**config.mk**
```make
export PLATFORM = sky130hd
export DESIGN_NAME = uart_rx_frame
export DESIGN_NICKNAME = d
export VERILOG_FILES = /design/src/rtl/uart_pkg.sv /design/src/rtl/sync_2ff.sv /design/src/rtl/uart_rx_frame.sv
export SDC_FILE = /design/constraint.sdc
export NUM_CORES = 1
export LEC_CHECK = 0
export CORE_MARGIN = 10
export CORE_UTILIZATION = 50
export CTS_CLUSTER_DIAMETER = 100
export DETAILED_ROUTE_END_ITERATION = 10
export GPL_TIMING_DRIVEN = 1
export HOLD_SLACK_MARGIN = 0.1
export PLACE_DENSITY_LB_ADDON = 0.1
export SYNTH_ARGS = -nofsm -noshare
export SYNTH_HDL_FRONTEND = slang
export SYNTH_SLANG_ARGS = --single-unit
```
**constraint.sdc**
```tcl
create_clock -name clk -period 1.6 [get_ports clk]
set_input_delay 0.48 -clock clk [delete_from_list [all_inputs] [get_ports clk]]
set_output_delay 0.48 -clock clk [all_outputs]
set_load 0.02 [all_outputs]
```
**src/rtl/uart_pkg.sv**
```systemverilog
// Shared types and default constants for the UART receive path.
package uart_pkg;

    localparam int UART_DATA_BITS  = 8;
    localparam int UART_OVERSAMPLE = 16;

    typedef enum logic [1:0] {
        IDLE,
        START,
        DATA,
        STOP
    } rx_state_e;

endpackage

```
**src/rtl/sync_2ff.sv**
```systemverilog
// Two-flop synchronizer for a single asynchronous bit.
module sync_2ff #(
    parameter logic RESET_VAL = 1'b1
) (
    input  logic clk,
    input  logic reset,
    input  logic d_i,
    output logic q_o
);

    logic meta_q;
    logic sync_q;

    always_ff @(posedge clk) begin
        if (reset) begin
            meta_q <= RESET_VAL;
            sync_q <= RESET_VAL;
        end else begin
            meta_q <= d_i;
            sync_q <= meta_q;
        end
    end

    assign q_o = sync_q;

endmodule

```
**src/rtl/uart_rx_frame.sv**
```systemverilog
// UART receive frame controller: start detect, mid-bit sampling,
// stop check and a single-entry valid/ready output buffer.
module uart_rx_frame
    import uart_pkg::*;
#(
    parameter int DATA_BITS  = UART_DATA_BITS,
    parameter int OVERSAMPLE = UART_OVERSAMPLE
) (
    input  logic                 clk,
    input  logic                 reset,
    input  logic                 sample_tick,
    input  logic                 rx_in,
    output logic [DATA_BITS-1:0] data_out,
    output logic                 data_valid,
    input  logic                 data_ready,
    output logic                 framing_error,
    output logic                 overrun,
    output logic                 busy
);

    localparam int CNT_W = $clog2(OVERSAMPLE);
    localparam int IDX_W = $clog2(DATA_BITS + 1);

    localparam logic [CNT_W-1:0] MID_CNT  = CNT_W'(OVERSAMPLE / 2 - 1);
    localparam logic [CNT_W-1:0] END_CNT  = CNT_W'(OVERSAMPLE - 1);
    localparam logic [IDX_W-1:0] LAST_IDX = IDX_W'(DATA_BITS - 1);

    rx_state_e state_q;

    logic [CNT_W-1:0]     cnt_q;
    logic [CNT_W-1:0]     cnt_d;
    logic [IDX_W-1:0]     idx_q;
    logic [DATA_BITS-1:0] shift_q;
    logic [DATA_BITS-1:0] shift_d;
    logic [DATA_BITS-1:0] data_q;
    logic                 valid_q;
    logic                 ferr_q;
    logic                 ovr_q;

    logic rx_s;
    logic cnt_mid;
    logic cnt_end;
    logic frame_end;
    logic frame_good;
    logic blocked;

    sync_2ff #(
        .RESET_VAL (1'b1)
    ) u_sync (
        .clk   (clk),
        .reset (reset),
        .d_i   (rx_in),
        .q_o   (rx_s)
    );

    always_comb begin
        cnt_d      = cnt_q + CNT_W'(1);
        shift_d    = {rx_s, shift_q[DATA_BITS-1:1]};
        cnt_mid    = (cnt_q == MID_CNT);
        cnt_end    = (cnt_q == END_CNT);
        frame_end  = sample_tick && (state_q == STOP) && cnt_end;
        frame_good = frame_end && rx_s;
        // A full buffer only blocks a new byte if nobody drains it now.
        blocked    = valid_q && !data_ready;
    end

    always_ff @(posedge clk) begin
        if (reset) begin
            state_q <= IDLE;
            cnt_q   <= '0;
            idx_q   <= '0;
            shift_q <= '0;
            data_q  <= '0;
            valid_q <= 1'b0;
            ferr_q  <= 1'b0;
            ovr_q   <= 1'b0;
        end else begin
            ferr_q <= frame_end && !rx_s;
            ovr_q  <= frame_good && blocked;

            if (frame_good && !blocked) begin
                data_q  <= shift_q;
                valid_q <= 1'b1;
            end else if (data_ready) begin
                valid_q <= 1'b0;
            end

            if (sample_tick) begin
                unique case (state_q)
                    IDLE: begin
                        if (!rx_s) begin
                            state_q <= START;
                            cnt_q   <= '0;
                        end
                    end
                    START: begin
                        if (cnt_mid) begin
                            cnt_q   <= '0;
                            idx_q   <= '0;
                            state_q <= rx_s ? IDLE : DATA;
                        end else begin
                            cnt_q <= cnt_d;
                        end
                    end
                    DATA: begin
                        cnt_q <= cnt_d;
                        if (cnt_end) begin
                            shift_q <= shift_d;
                            idx_q   <= idx_q + IDX_W'(1);
                            if (idx_q == LAST_IDX) begin
                                state_q <= STOP;
                            end
                        end
                    end
                    STOP: begin
                        cnt_q <= cnt_d;
                        if (cnt_end) begin
                            state_q <= IDLE;
                        end
                    end
                endcase
            end
        end
    end

    assign data_out      = data_q;
    assign data_valid    = valid_q;
    assign framing_error = ferr_q;
    assign overrun       = ovr_q;
    assign busy          = (state_q != IDLE);

endmodule
```
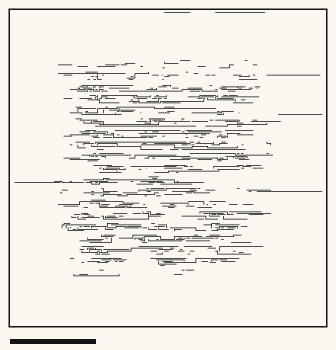
run_1/m1.png
Bar = 20 um.
The layer carries 1,670 um of wire. The longest straight run is 23.5 um. The layer holds 45% of the routed length. The wires run mostly horizontal. 188 nets have wire on it.
met1 track demand over resource: 16.84%
total via count after detailed routing: 1,347
total length of routed wires: 3671 um

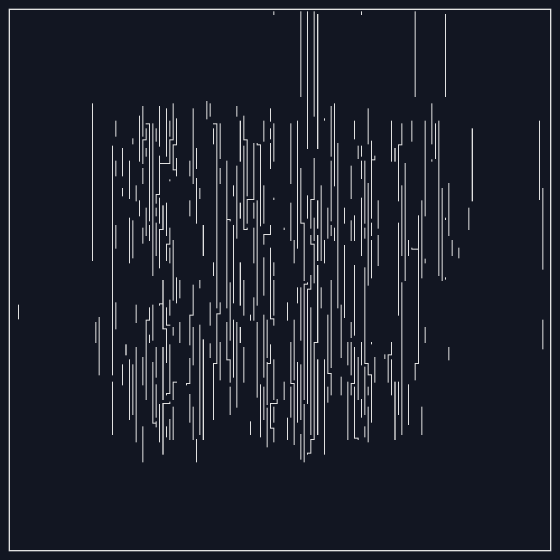
run_1/m2.png
The layer carries 1,730 um of wire. The wires run mostly vertical.
grt met2 use: 22.16%

==> results.cfg, run 1 <==
; yosys + openroad results
[final_layout]
seq_area_um2 = 620.6
sequential_cell_total = 31
final_nets = 199
dominant-cell-class = combinational gates
lay_top_count = sky130_fd_sc_hd__dfxtp_1
diodes = 0

[routing]
antenna_left = 0
via_per_inst = 6.013

[sta]
clock.fmax_ghz = 0.6295
rsz0062_at_grt = false

[yosys]
ys.flops = 31
synth_area_um2 = 1451
simple_gate_area_share_pct = 19.40
async_flop_share_pct = 0

[clock_network]
ctsRootBufferMaster = sky130_fd_sc_hd__clkbuf_4
htree_num_levels = 2
cts_resized = 15

[worst_setup_path]
timing.critical_path.slowest_stage_cell = sky130_fd_sc_hd__dfxtp_1
path_buffers = 1
critical_path.max_stage_delay_ns = 0.34
r2r_end = data_out[5]

[floorplanning]
die_area_um2 = 5458
tap_cells = 31
die_w_um = 73.88

[hold_path]
timing.hold.worst_endpoint = u_sync.q_o

[place]
post-place-ws_ns = -0.3044
place_congestion = 0.8619

[status]
outcome = complete, no violations
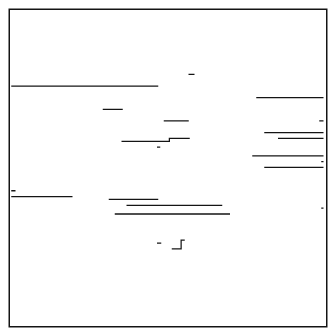
run_1/m3.png
The layer holds 5.8% of the routed length. The wires run mostly horizontal. The longest straight run is 34.0 um.
met3 global-route usage: 4.441%

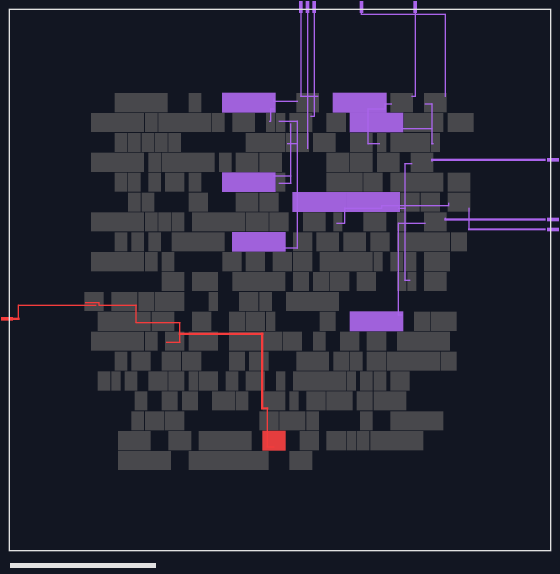
run_1/port_trees.png
Bar = 20 um.
data_out: marked purple, bits 8, direction output, end cells 8, buffers 8, wire 240 um. busy: marked red, bits 1, direction output, end cells 1, buffers 1, wire 61.6 um.
count of buffers from port buffering: 16
Top-Level Pins: 17

-- run 1: how the worst max path moves through the flow --
stage / cells after the start / from / to / slack [ns]
floorplan: 5 / cnt_q[0] / data_out[0] / 0.17
global placement: 4 / sample_tick / data_out[0] / -0.27
detailed placement: 4 / sample_tick / data_out[5] / -0.30
CTS: 2 / register / busy / 0.02
global route: 2 / register / busy / 0.004
finish: 2 / register / busy / 0.01
-- run 1: synth_stat cells, types with 3 or more instances --
cell,number
sky130_fd_sc_hd__nand2_1,4
sky130_fd_sc_hd__a311oi_1,8
sky130_fd_sc_hd__nor2_1,3
sky130_fd_sc_hd__buf_2,4
sky130_fd_sc_hd__o21ai_0,14
sky130_fd_sc_hd__buf_6,4
sky130_fd_sc_hd__nand3_1,12
sky130_fd_sc_hd__nand4_1,4
sky130_fd_sc_hd__a31o_2,7
sky130_fd_sc_hd__o211ai_1,4
sky130_fd_sc_hd__a21oi_1,13
sky130_fd_sc_hd__and3_1,3
sky130_fd_sc_hd__dfxtp_1,31
sky130_fd_sc_hd__clkbuf_1,3
sky130_fd_sc_hd__inv_1,10
-- run 1: where the power goes --
group | internal, mW | leakage [nW] | switching, mW | total (mW)
clock | 0.369 | 0.0482 | 0.276 | 0.645
combinational | 0.0311 | 0.422 | 0.0348 | 0.0659
sequential | 0.775 | 0.250 | 0.00374 | 0.779
total | 1.17 | 0.720 | 0.314 | 1.49
-- run 1: per-layer routing --
layer	wire length, um	share of wire (%)	vias up	GRT usage, %
li1	-	-	668	-
met2	1729	47	25	22.16
met3	212	5.8	9	4.441
met4	62	1.7	0	6.211
met5	0	0	-	0
met1	1667	45	645	16.84
==> run 2, diff against run 1 <==
Settings changed: ABC_AREA set to 1, PLACE_DENSITY set to 0.71, PLACE_DENSITY_LB_ADDON 0.1 to not set.
==> results.cfg, run 2 <==
; yosys + openroad results
[status]
outcome = complete, no violations

[yosys]
synth.cells.most_frequent = sky130_fd_sc_hd__dfxtp_1, sky130_fd_sc_hd__nand2_1, sky130_fd_sc_hd__nor2_1
async_flop_share_pct = 0
count_leader_synth = sky130_fd_sc_hd__dfxtp_1
ys.flops = 31
synth_area_um2 = 1277

[global_routing]
grt.met3_usage_pct = 4.045
grt.busiest_layer = met2
grt_pass1_vias = 1165

[floorplanning]
die_w_um = 70.55
num_io_pins = 17

[routing]
detailroute.wirelength.met3_um = 134
met2_wirelength_um = 1430
via_per_inst = 5.143
highest_metal_layer_used_by_the_detailed_router = met4
antenna_left = 0
drt-met1-wl_um = 1194

[hold_path]
worstHoldPathType = reg -> reg

[power]
ir_drop_uv = 708.2

[place]
post-place-ws_ns = -0.2436
placed_cell_area_um2 = 1538
place_congestion = 0.8050
io_buffer_count = 16

[sta]
rsz0062_at_grt = false
final.min_clock_period_ns = 1.500
clock.fmax_ghz = 0.6665
timing.max_slew.rel_slack_pct = 79.43

[worst_setup_path]
crit_path_end_kind = output pin
path_buffers = 2
timing.critical_path.slowest_stage_cell = sky130_fd_sc_hd__dfxtp_1

[final_layout]
diodes = 0
lay_top_count = sky130_fd_sc_hd__dfxtp_1

[run]
warnings = 26

[clock_network]
ctsRootBufferMaster = sky130_fd_sc_hd__clkbuf_4
htree_num_levels = 2
==> run 2: kinds of logic after synthesis <==
logic type	share of synthesized area, %
xor gates and xnor gates	0.6857
AOI/OAI and AO/OA	15.28
and+or+nand+nor	25.76
buffers and inverters	7.737
DFF	48.58
adders and majority gates	1.959
==> run 2: what timing repair did <==
item	CTS	global route
setup buffers	0	0
hold endpoints to repair	0	0
setup endpoints to repair	12	18
resized	15	10
==> run 2: final timing paths <==
kind                                    to  depth (start not counted)
worst min register to register  u_sync.q_o                          1
worst min-delay path            u_sync.q_o                          1
worst max-delay path                  busy                          3
worst max register to register  shift_q[2]                          6
==> run 2: layout make-up <==
type / count / area, um2 / area share [%]
sequential: 31 / 620.6 / 38.33
clock buffer: 6 / 51.30 / 3.168
clock inverter: 1 / 5.005 / 0.3091
multi-input combinational: 115 / 601.8 / 37.17
inverter: 19 / 71.32 / 4.405
tap: 30 / 37.54 / 2.318
timing repair buffer: 28 / 231.5 / 14.30
==> run 2: power breakdown <==
part	internal, mW	total [mW]	switching (mW)
registers	0.775	0.779	0.00367
clock network	0.203	0.457	0.254
logic	0.0376	0.0839	0.0464
total	1.02	1.32	0.304
==> run 2: per-stage QoR <==
| stage | utilization [%] | hold WS, ns |
|---|---|---|
| 2_1_floorplan | - | 0.3925 |
| 6_report | 65.95 | 0.4182 |
| 4_1_cts | 64.17 | 0.4236 |
| 5_1_grt | 65.95 | 0.4366 |
| 3_5_place_dp | 62.64 | 0.4029 |
| 3_3_place_gp | 62.64 | 0.3974 |
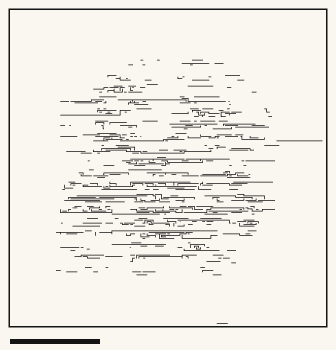
run_2/m1.png
Bar = 20 um.
The longest straight run is 23.5 um. 195 nets have wire on it. The layer carries 1,190 um of wire.
met1 track demand over resource: 12.32%
total length of routed wires: 2827 um
total via count after detailed routing: 1,183

Power is estimated from default activity; no workload was simulated.
